<file path="src/rtl/ascon_pkg.sv">
// Shared definitions for the ASCON working-memory datapath.
package ascon_pkg;
    localparam int MEM_ADDR_W = 5;
    localparam int MEM_DATA_W = 32;

    typedef enum logic {
        WB_IDLE = 1'b0,
        WB_ACK  = 1'b1
    } wb_state_t;
endpackage

</file>
<file path="src/rtl/mem_arb_sat_counter.sv">
// Saturating up-counter with synchronous clear; clear has priority over increment.
module sat_counter #(
    parameter int               WIDTH = 4,
    parameter logic [WIDTH-1:0] MAX   = 4'd8
) (
    input  logic             clk,
    input  logic             rst_n,
    input  logic             inc,
    input  logic             clr,
    output logic [WIDTH-1:0] cnt
);
    logic [WIDTH-1:0] cnt_d;
    logic [WIDTH-1:0] cnt_q;

    always_comb begin
        cnt_d = cnt_q;
        if (clr) begin
            cnt_d = '0;
        end else if (inc && (cnt_q < MAX)) begin
            cnt_d = cnt_q + 1'b1;
        end
    end

    always_ff @(posedge clk or negedge rst_n) begin
        if (!rst_n) begin
            cnt_q <= '0;
        end else begin
            cnt_q <= cnt_d;
        end
    end

    assign cnt = cnt_q;
endmodule

</file>
<file path="src/rtl/mem_arb.sv">
// Single-port working-memory arbiter: engine has priority, Wishbone wins after
// WB_MAX_WAIT consecutive denied cycles so host access is never starved.
module mem_arb
    import ascon_pkg::*;
#(
    parameter int WB_MAX_WAIT = 8
) (
    input  logic                  clk,
    input  logic                  nRST,
    input  logic                  wbs_cyc_i,
    input  logic                  wbs_stb_i,
    input  logic                  wbs_we_i,
    input  logic [MEM_ADDR_W-1:0] wbs_adr_i,
    input  logic [MEM_DATA_W-1:0] wbs_dat_i,
    output logic                  wbs_ack_o,
    output logic [MEM_DATA_W-1:0] wbs_dat_o,
    input  logic                  eng_req,
    input  logic                  eng_we_n,
    input  logic [MEM_ADDR_W-1:0] eng_addr,
    input  logic [MEM_DATA_W-1:0] eng_wdata,
    output logic                  eng_gnt,
    output logic                  eng_rvalid,
    output logic [MEM_DATA_W-1:0] eng_rdata,
    output logic                  mem_we,
    output logic [MEM_ADDR_W-1:0] mem_addr,
    output logic [MEM_DATA_W-1:0] mem_datain,
    input  logic [MEM_DATA_W-1:0] mem_dataout
);
    localparam logic [3:0] MAX_WAIT = 4'(WB_MAX_WAIT);

    wb_state_t  state_d;
    wb_state_t  state_q;
    logic       eng_rvalid_d;
    logic       eng_rvalid_q;
    logic [3:0] wait_cnt;
    logic       wb_pend;
    logic       eng_win;
    logic       wb_win;

    // Wishbone is ineligible during WB_ACK because stb is still high then.
    assign wb_pend = wbs_cyc_i & wbs_stb_i & (state_q == WB_IDLE);

    always_comb begin
        eng_win      = nRST & eng_req & ~(wb_pend & (wait_cnt >= MAX_WAIT));
        wb_win       = nRST & ~eng_win & wb_pend;
        mem_we       = 1'b1;
        mem_addr     = '0;
        mem_datain   = '0;
        if (eng_win) begin
            mem_we     = eng_we_n;
            mem_addr   = eng_addr;
            mem_datain = eng_wdata;
        end else if (wb_win) begin
            mem_we     = ~wbs_we_i;
            mem_addr   = wbs_adr_i;
            mem_datain = wbs_dat_i;
        end
        eng_rvalid_d = eng_win & eng_we_n;
        state_d      = state_q;
        if (wb_win) begin
            state_d = WB_ACK;
        end else if (state_q == WB_ACK) begin
            state_d = WB_IDLE;
        end
    end

    sat_counter #(
        .WIDTH (4),
        .MAX   (MAX_WAIT)
    ) u_wait_cnt (
        .clk   (clk),
        .rst_n (nRST),
        .inc   (wb_pend & eng_win),
        .clr   (wb_win | ~wb_pend),
        .cnt   (wait_cnt)
    );

    always_ff @(posedge clk or negedge nRST) begin
        if (!nRST) begin
            state_q      <= WB_IDLE;
            eng_rvalid_q <= 1'b0;
        end else begin
            state_q      <= state_d;
            eng_rvalid_q <= eng_rvalid_d;
        end
    end

    assign eng_gnt    = eng_win;
    assign eng_rvalid = eng_rvalid_q;
    assign eng_rdata  = mem_dataout;
    assign wbs_ack_o  = (state_q == WB_ACK) & wbs_cyc_i;
    assign wbs_dat_o  = (state_q == WB_ACK) ? mem_dataout : '0;
endmodule

</file>
<file path="config.mk">
export PLATFORM = sky130hd
export DESIGN_NAME = mem_arb
export DESIGN_NICKNAME = d
export VERILOG_FILES = /design/src/rtl/ascon_pkg.sv /design/src/rtl/mem_arb_sat_counter.sv /design/src/rtl/mem_arb.sv
export SDC_FILE = /design/constraint.sdc
export NUM_CORES = 1
export LEC_CHECK = 0
export CORE_ASPECT_RATIO = 0.6
export CORE_MARGIN = 2
export CORE_UTILIZATION = 19
export CTS_BUF_LIST = sky130_fd_sc_hd__clkbuf_16
export CTS_CLUSTER_DIAMETER = 150
export DETAILED_ROUTE_END_ITERATION = 8
export GPL_TIMING_DRIVEN = 1
export PLACE_DENSITY_LB_ADDON = 0.25
export SLEW_MARGIN = 20
export SYNTH_ARGS = -nofsm -noshare
export SYNTH_HDL_FRONTEND = slang
export SYNTH_SLANG_ARGS = --single-unit
</file>
<file path="constraint.sdc">
create_clock -name clk -period 1.52 [get_ports clk]
set_input_delay 0.38 -clock clk [delete_from_list [all_inputs] [get_ports clk]]
set_output_delay 0.38 -clock clk [all_outputs]
set_load 0.03 [all_outputs]
</file>
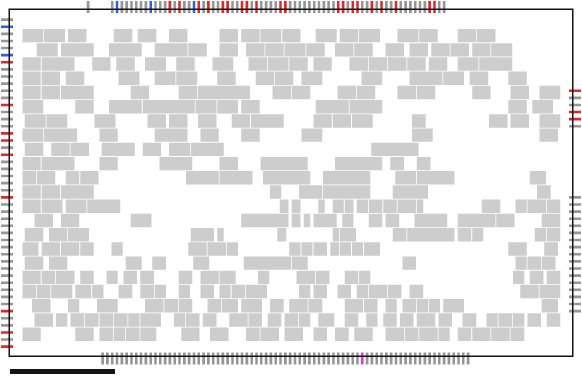
Figure 1: run 1, pin placement.
The bar under the picture is 20 um long. Pins as bars across the die edge, other pins in grey.
| port | colour | pins | direction | edge |
|---|---|---|---|---|
| nRST | magenta | 1 | input | bottom |
| wbs_adr_i | blue | 5 | input | 3 top, 2 left |
| eng_wdata | red | 32 | input | 20 top, 9 left, 3 right |
all pins by edge: 77 bottom, 71 top, 47 left, 23 right
die height: 66.1 um
die width: 108 um

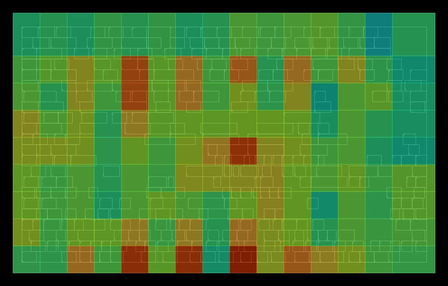
Figure 2: run 1, congestion heat map.
All-Layer GR Usage: 0.163
M1 GR Usage: 0.221

==> job_summary.md, run 1 <==
### Yosys + OpenROAD results

| Metric | Value |
|---|---|
| Startpoint Class | input port |
| Commonest cells post-synth | a22o_1, and2_1, buf_4, buf_6, dfrtp_1 |
| Register share after synthesis | 0.123 |
| CTS tree | built |
| Violated checks | negative setup slack |
| CP arrival | 1.62 ns |
| Crit end category | output port |
| Worst slew margin | 0.761 |
| Comb area share | 0.268 |
| CP Class | input port to output port |
| Final Hold Fails | 0 |
| Synth area leaders | a22o_1, buf_4, and2_1 |
| Finished Layout Cells | between 400 and 500 |
| WHS | 0.393 ns |
| Fin util | 0.572 |
| Ys cells | 147 |
| Post-placement setup slack | -0.813 ns |
| Initial antenna violation count | 0 |
| Most frequent cells in the layout | clkdlybuf4s50_1, buf_4, buf_6 |
| Psw | 0.000521 W |
| Clk root buf | clkbuf_16 |
| Top logic family | AND-OR/OR-AND gates |
| Synth async-reset ratio | 1.00 |
| FP Util | 0.198 |
| Mux area share | 0 |
| Top FF cell, synth | dfrtp_1 |
| RSZ-0062 raised after global routing | true |
| Worst hold path class | input port to async pin |
| Top cell excl fill/tap | clkdlybuf4s50_1 |
| Highest-power group | combinational logic |
| M1 WL | between 2 and 3 mm |
| WL met2 | 3.09 mm |
| Max Cap Viol | 0 |
| Drt wl/cell | between 10 and 15 um |
| ANT nets after route | 0 |
| DRC Markers | 0 |
| Post-layout minimum cycle time | 2.00 ns |
| CP endpoint | mem_datain[21] |
| Worst Tran Pin Value | 0.358 ns |
| Final Slew Violations | 0 |
| Mapped Cells | 147 |
| Leak pwr | 1.67 nW |
| Inverters | 5 |
| Reg2reg setup slack | 0.26 ns |
| CP Depth | 7 |
| Fraction of area in registers | 0.0425 |
| Grt met2 use | 0.269 |
| RR Startpoint | state_q |
| Iter 0 DRT Violations | 47 |
| Synth Net Count | 262 |
| Clock transition at path regs | about 0.030 ns |
| Seq pwr | 0.000165 W |
| N_taps | 84 |
| Post-DP HPWL | 4.79 mm |
| And+or+nand+nor area frac | 0.260 |
| Delay-heaviest family, CP | buffers and inverters |
| Combinational power | 0.000965 W |
| Core Box Area | just over 0.006 mm^2 |
| Vias | between 1500 and 2000 |
| Dominant kind of cell by area | non-clock buffers |
| Cell Type Count | 22 |
| DR vias/cell | 4.26 |
| Log Warnings | 31 |
| Fill count | 524 |
| Top Metal Used | met4 |
| Clk cell area share | 0.0213 |
| I/O pin cnt | 218 |
| EDFF count, synth | 0 |
| Post-CTS setup buffer count | 2 |
| Setup Skew | between 0.0005 and 0.0006 ns |
| Xor+xnor area frac | 0 |
| Cell Int Power | 0.00103 W |
| Max FFs per register | 4 |
| Status | finished with violations |
| Clk pwr share | 0.273 |
| # port buffers | ~220 |
| Synth area leader | a22o_1 |
| Met3 routed WL | 412 um |
| Net Sw Frac | 0.336 |
| Worst vdd ir | around 0.30 mV |
| Vias in the first global route | about 1700 |
| Reg-to-reg endpoint | eng_rvalid |
| Most crowded layer after global routing | met2 |
| H-tree depth | 1 |
| First-pass GRT wire length | just over 9 mm |
| P_clk | about 0.00042 W |
| Crit path from | eng_req |
| Cts hold-fix bufs | 0 |
| Required time worst endpoint | 1.14 ns |
| Sequential fraction of design power | 0.106 |
| Top cell area share | 0.265 |
| R2r worst-path depth | 3 |
| Count leader, synth | a22o_1 |
| CP max stage delay | between 0.2 and 0.25 ns |
| Max stage delay cell, worst path | clkdlybuf4s15_2 |
| Signal buffers share of area | 0.633 |
| Fin crit share | 1.32 |
| # nets final | 456 |
| Max clock buf depth | 2 |
| Row cnt | 22 |
| CTS Buf Count | 3 |
| Share of layout cells above drive strength 1 | 0.504 |
| Registers | 6 |
| Global route overflow | 0 |
| Sequential Area | ~150 um^2 |
| FMAX | 499 MHz |
| Crit-path cells | clkdlybuf4s15_2 > and2b_4 > nor3b_4 > buf_4 > buf_12 > a22o_2 > buf_6 |
| Area fraction in compound gates | 0.307 |
| WL final | between 6 and 7 mm |
| Clock buf count | 3 |
| Cells after DPL | 414 |
| ANT cells | 0 |
| Clock Sinks | 6 |
| Largest net degree at the start of global routing | 34 |
| Final WS setup | -0.484 ns |
| Met3 usage | 0.0374 |
| Multi-input gates | 93 |
| Yosys adder share | 0.0205 |
| Yosys warning tally | 0 |
| Final setup viols | about 60 |
| Max FO, Critical Path | 15 |
| WP buf/inv | 4 |
| Mean Syn Cell Area | 8.31 um^2 |
| Yosys Chip Area | 0.00122 mm^2 |
| DRT Pass-1 Iters | 4 |
| Resized cells post-CTS | roughly 66 |
| Post-route setup TNS | -17.95 ns |
| PwrDens | 440 mW/mm^2 |
| Mapped Area | 0.00122 mm^2 |
| GP Congestion | 0.772 |
| Die Size | roughly 0.0071 mm^2 |
| Part of the power in combinational logic | 0.621 |
| Placed instance area | 0.00319 mm^2 |
| Logic cell area | roughly 950 um^2 |
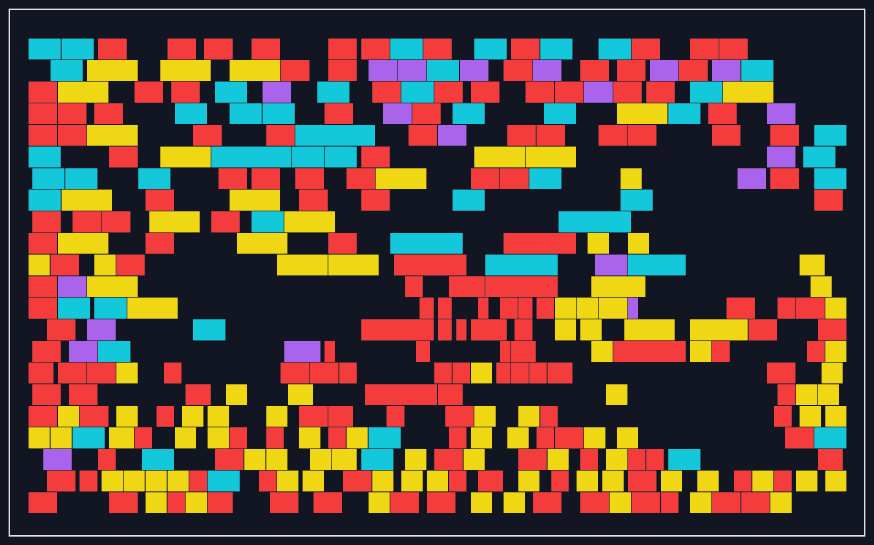
Figure 3: run 1, sizing map.
| size | colour | cells |
|---|---|---|
| drive 6 and up | cyan | 50 |
| drive 3 to 4 | yellow | 101 |
| drive 1 or less | red | 168 |
| drive 2 | purple | 20 |
number of non-clock buffers: 232
design area: 0.00353 mm^2
Synth-to-Final Area Change: 189%
Final WS setup: -0.484 ns

Figure 4. Gate-type map (run 1).
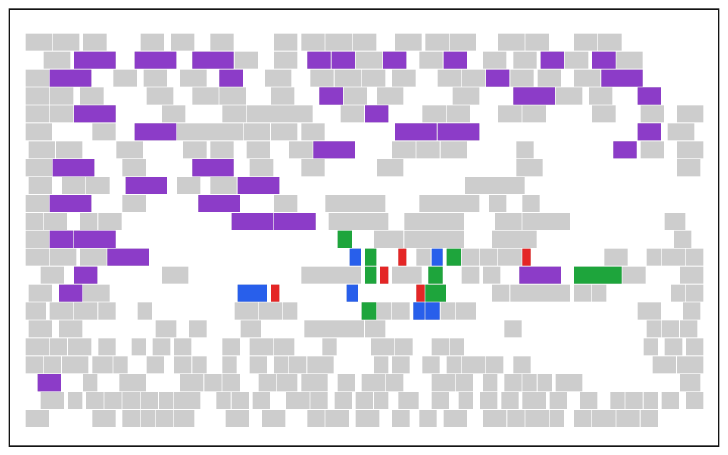

## Run 2: what changed since run 1
--- a/config.mk
+++ b/config.mk
@@ -13,6 +13,7 @@
 export DETAILED_ROUTE_END_ITERATION = 8
 export GPL_TIMING_DRIVEN = 1
 export PLACE_DENSITY_LB_ADDON = 0.25
+export SETUP_SLACK_MARGIN = 0.02
 export SLEW_MARGIN = 20
 export SYNTH_ARGS = -nofsm -noshare
 export SYNTH_HDL_FRONTEND = slang
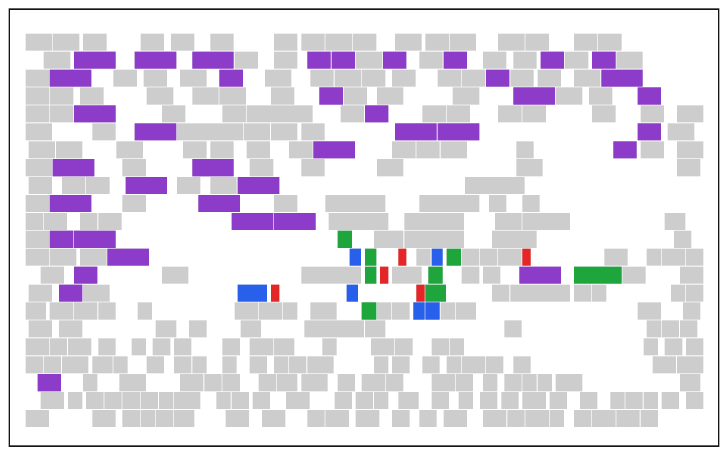
Figure 5: run 2, gate-type map.
| family | colour | cells |
|---|---|---|
| AND-OR and OR-AND gates | purple | 39 |
| inverting AOI/OAI gates | blue | 6 |
| inverters | red | 5 |
| NAND gates | green | 8 |
Comb area share: 0.268
Top cell excl fill/tap: clkdlybuf4s50_1
Finished Layout Cells: 423

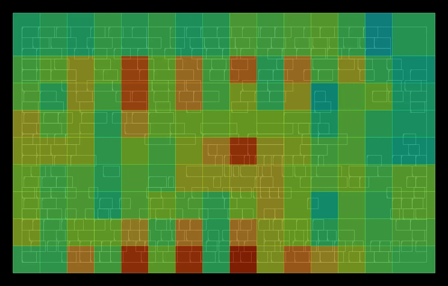
Figure 6: run 2, congestion heat map.
met3 usage: 0.0374
fin util: 0.573
grt met2 use: 0.269
drt wl/cell: 14.8 um
most crowded layer after global routing: met2

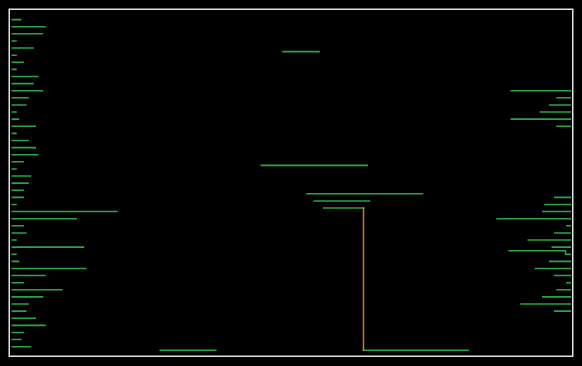
Figure 7: run 2, wiring by layer.
Two of the layers only.
| layer | colour | wire length |
|---|---|---|
| met4 | orange | 27.2 um |
| met3 | green | 413 um |
WL final: 6.27 mm
vias: 1807

==> run 2 against run 1 <==
  * The flow still finishes with violations (negative setup slack)
  * Count of clock-buffer cells in the layout stayed put
  * Register-to-register slack hardly changed
  * Fmax stayed put
  * Critical path depth stayed put
  * Sequential share of layout area hardly changed
  * Clock power hardly changed
  * Core utilization is 0.061 points higher
  * Routed wire length is 0.37% higher
  * Synthesized area stayed put
  * Highest routed layer unchanged
  * Sequential power hardly changed
  * Clock skew hardly changed
  * Worst setup slack stayed put
  * Critical path type unchanged
==> job_summary.md, run 2 <==
### Yosys + OpenROAD results

| Metric | Value |
|---|---|
| Status | finished with violations |
| Violated checks | negative setup slack |
| # port buffers | 217 (unchanged) |
| Die width | 108 um (unchanged) |
| Psw | 0.000522 W (+0.14%) |
| Combinational power | 0.000967 W (about the same) |
| R2r worst-path depth | 3 (unchanged) |
| CP arrival | 1.62 ns (about the same) |
| Cell Type Count | 22 (unchanged) |
| Mux area share | 0 (unchanged) |
| Final WS setup | -0.484 ns (unchanged) |
| Crit end category | output port |
| Clock buf count | 3 (unchanged) |
| DRC Markers | 0 (unchanged) |
| Crit-path cells | clkdlybuf4s15_2 > and2b_4 > nor3b_4 > buf_4 > buf_12 > a22o_2 > buf_6 |
| WL met2 | 3.12 mm (+0.91%) |
| Clock Sinks | 6 (unchanged) |
| Max clock buf depth | 2 (unchanged) |
| Iter 0 DRT Violations | 48 (+2.1%) |
| Multi-input gates | 93 (unchanged) |
| H-tree depth | 1 (unchanged) |
| CTS Buf Count | 3 (unchanged) |
| Setup Skew | 0.000508 ns (-0.0000365 ns) |
| Reg2reg setup slack | 0.26 ns (about the same) |
| WHS | 0.393 ns (unchanged) |
| CP max stage delay | 0.24 ns (about the same) |
| Net Sw Frac | 0.336 (about the same) |
| Register share after synthesis | 0.123 (unchanged) |
| M1 GR Usage | 0.221 (unchanged) |
| Row cnt | 22 (unchanged) |
| CP Class | input port to output port |
| Leak pwr | 1.67 nW (about the same) |
| Log Warnings | 31 (unchanged) |
| Mean Syn Cell Area | 8.31 um^2 (unchanged) |
| M1 WL | 2.71 mm (-0.15%) |
| Post-route setup TNS | -17.95 ns (-0.00800 ns) |
| Worst Tran Pin Value | 0.358 ns (unchanged) |
| Post-DP HPWL | 4.79 mm (unchanged) |
| Max Cap Viol | 0 (unchanged) |
| Post-layout minimum cycle time | 2.00 ns (unchanged) |
| CTS tree | built |
| Yosys warning tally | 0 (unchanged) |
| Initial antenna violation count | 0 (unchanged) |
| Clock transition at path regs | 0.03 ns (about the same) |
| PwrDens | 440 mW/mm^2 (about the same) |
| Final setup viols | 61 (unchanged) |
| CP endpoint | mem_datain[21] |
| Die Size | 0.00711 mm^2 (unchanged) |
| Delay-heaviest family, CP | buffers and inverters |
| WP buf/inv | 4 (unchanged) |
| Synth area leaders | a22o_1, buf_4, and2_1 |
| Placed instance area | 0.00319 mm^2 (unchanged) |
| Commonest cells post-synth | a22o_1, and2_1, buf_4, buf_6, dfrtp_1 |
| Cell Int Power | 0.00103 W (about the same) |
| Fraction of area in registers | 0.0425 (-0.0000451) |
| Core Box Area | 0.00617 mm^2 (unchanged) |
| DR vias/cell | 4.27 (+0.17%) |
| Top cell area share | 0.265 (unchanged) |
| RR Startpoint | state_q |
| Highest-power group | combinational logic |
## Run 3: what changed since run 2
--- a/config.mk
+++ b/config.mk
@@ -14,7 +14,6 @@
 export GPL_TIMING_DRIVEN = 1
 export PLACE_DENSITY_LB_ADDON = 0.25
 export SETUP_SLACK_MARGIN = 0.02
-export SLEW_MARGIN = 20
 export SYNTH_ARGS = -nofsm -noshare
 export SYNTH_HDL_FRONTEND = slang
 export SYNTH_SLANG_ARGS = --single-unit
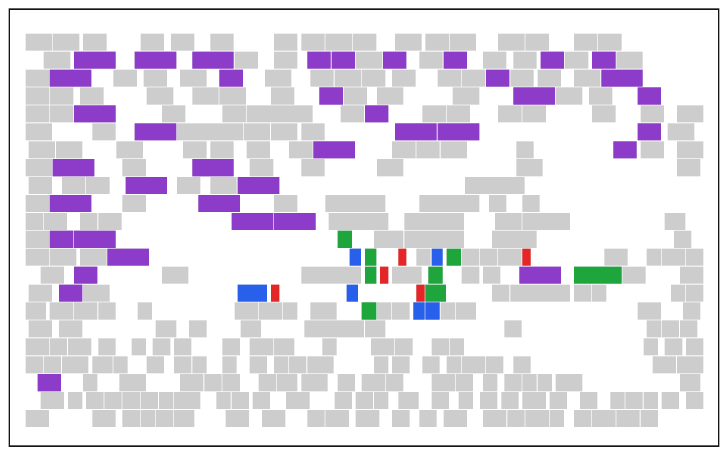
Figure 8: run 3, gate-type map.
| family | colour | cells |
|---|---|---|
| NAND gates | green | 8 |
| inverters | red | 5 |
| AND-OR and OR-AND gates | purple | 39 |
| inverting AOI/OAI gates | blue | 6 |

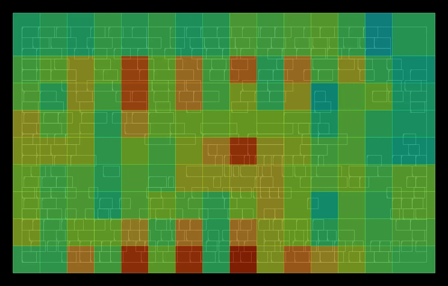
Figure 9: run 3, congestion heat map.

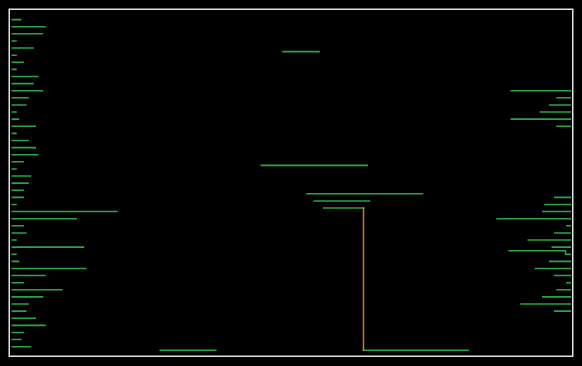
Figure 10: run 3, wiring by layer.
Two of the layers only.
| layer | colour | wire length |
|---|---|---|
| met3 | green | 413 um |
| met4 | orange | 27.2 um |

==> run 3 against run 2 <==
  * The run still ends with negative setup slack left
  * Critical path depth unchanged
  * Routed wire length unchanged
  * Worst setup slack did not move
  * Clock skew unchanged
  * Die size unchanged
  * Synthesized area unchanged
  * Cell count is the same
  * Via count is the same
  * Register-to-register slack about the same
  * Sequential cell count stayed put
  * Sequential power hardly changed
  * Fmax is the same
  * Critical endpoint unchanged
  * Largest power group unchanged
  * Highest routed layer unchanged
==> job_summary.md, run 3 <==
### Yosys + OpenROAD results

| Metric | Value |
|---|---|
| Yosys warning tally | 0 (unchanged) |
| Placed instance area | 0.00319 mm^2 (unchanged) |
| Met3 usage | 0.0374 (unchanged) |
| Log Warnings | 31 (unchanged) |
| Post-route setup TNS | -17.95 ns (unchanged) |
| Fin util | 0.573 (unchanged) |
| Setup Skew | 0.000508 ns (unchanged) |
| DRC Markers | 0 (unchanged) |
| Synth area leaders | a22o_1, buf_4, and2_1 |
| Leak pwr | 1.67 nW (unchanged) |
| WL final | 6.27 mm (unchanged) |
| Register share after synthesis | 0.123 (unchanged) |
| # port buffers | 217 (unchanged) |
| Max clock buf depth | 2 (unchanged) |
| Delay-heaviest family, CP | buffers and inverters |
| Max Cap Viol | 0 (unchanged) |
| Mean Syn Cell Area | 8.31 um^2 (unchanged) |
| PwrDens | 440 mW/mm^2 (unchanged) |
| Top Metal Used | met4 |
| Multi-input gates | 93 (unchanged) |
| Final Hold Fails | 0 |
| CTS Buf Count | 3 (unchanged) |
| CP arrival | 1.62 ns (about the same) |
| CP max stage delay | 0.24 ns (about the same) |
| R2r worst-path depth | 3 (unchanged) |
| Crit end category | output port |
| Max FO, Critical Path | 15 |
| Finished Layout Cells | 423 (unchanged) |
| H-tree depth | 1 (unchanged) |
| DR vias/cell | 4.27 (unchanged) |
| Vias | 1807 (unchanged) |
| WHS | 0.393 ns (unchanged) |
| RR Startpoint | state_q |
| Highest-power group | combinational logic |
| Clock Sinks | 6 (unchanged) |
| Fraction of area in registers | 0.0425 (unchanged) |
| Top cell excl fill/tap | clkdlybuf4s50_1 |
| Largest net degree at the start of global routing | 34 |
| Iter 0 DRT Violations | 48 (unchanged) |
| Psw | 0.000522 W (unchanged) |
| Clock buf count | 3 (unchanged) |
| Cell Type Count | 22 (unchanged) |
| WL met2 | 3.12 mm (unchanged) |
| M1 GR Usage | 0.221 (unchanged) |
| Post-layout minimum cycle time | 2.00 ns (unchanged) |
| Final setup viols | 61 (unchanged) |
| Comb area share | 0.268 (unchanged) |
| Row cnt | 22 (unchanged) |
| Clk root buf | clkbuf_16 |
| Commonest cells post-synth | a22o_1, and2_1, buf_4, buf_6, dfrtp_1 |
| Net Sw Frac | 0.336 (unchanged) |
| Worst Tran Pin Value | 0.358 ns (unchanged) |
| Top cell area share | 0.265 (unchanged) |
| Die width | 108 um (unchanged) |
| Initial antenna violation count | 0 (unchanged) |
| CTS tree | built |
| Violated checks | negative setup slack |
| Die Size | 0.00711 mm^2 (unchanged) |
| Core Box Area | 0.00617 mm^2 (unchanged) |
| Crit-path cells | clkdlybuf4s15_2 > and2b_4 > nor3b_4 > buf_4 > buf_12 > a22o_2 > buf_6 |
| Most crowded layer after global routing | met2 |
| Design area | approximately 0.0035 mm^2 |
| CP endpoint | mem_datain[21] |
| Cell Int Power | 0.00103 W (unchanged) |
| Final WS setup | -0.484 ns (unchanged) |
| Clock transition at path regs | 0.03 ns (about the same) |
| Grt met2 use | 0.269 (unchanged) |
| CP Class | input port to output port |
| Reg2reg setup slack | 0.26 ns (about the same) |
| Status | finished with violations |
| Post-DP HPWL | 4.79 mm (unchanged) |
| Mux area share | 0 (unchanged) |
Power figures rest on the tool's default switching activity, not on a simulated workload.
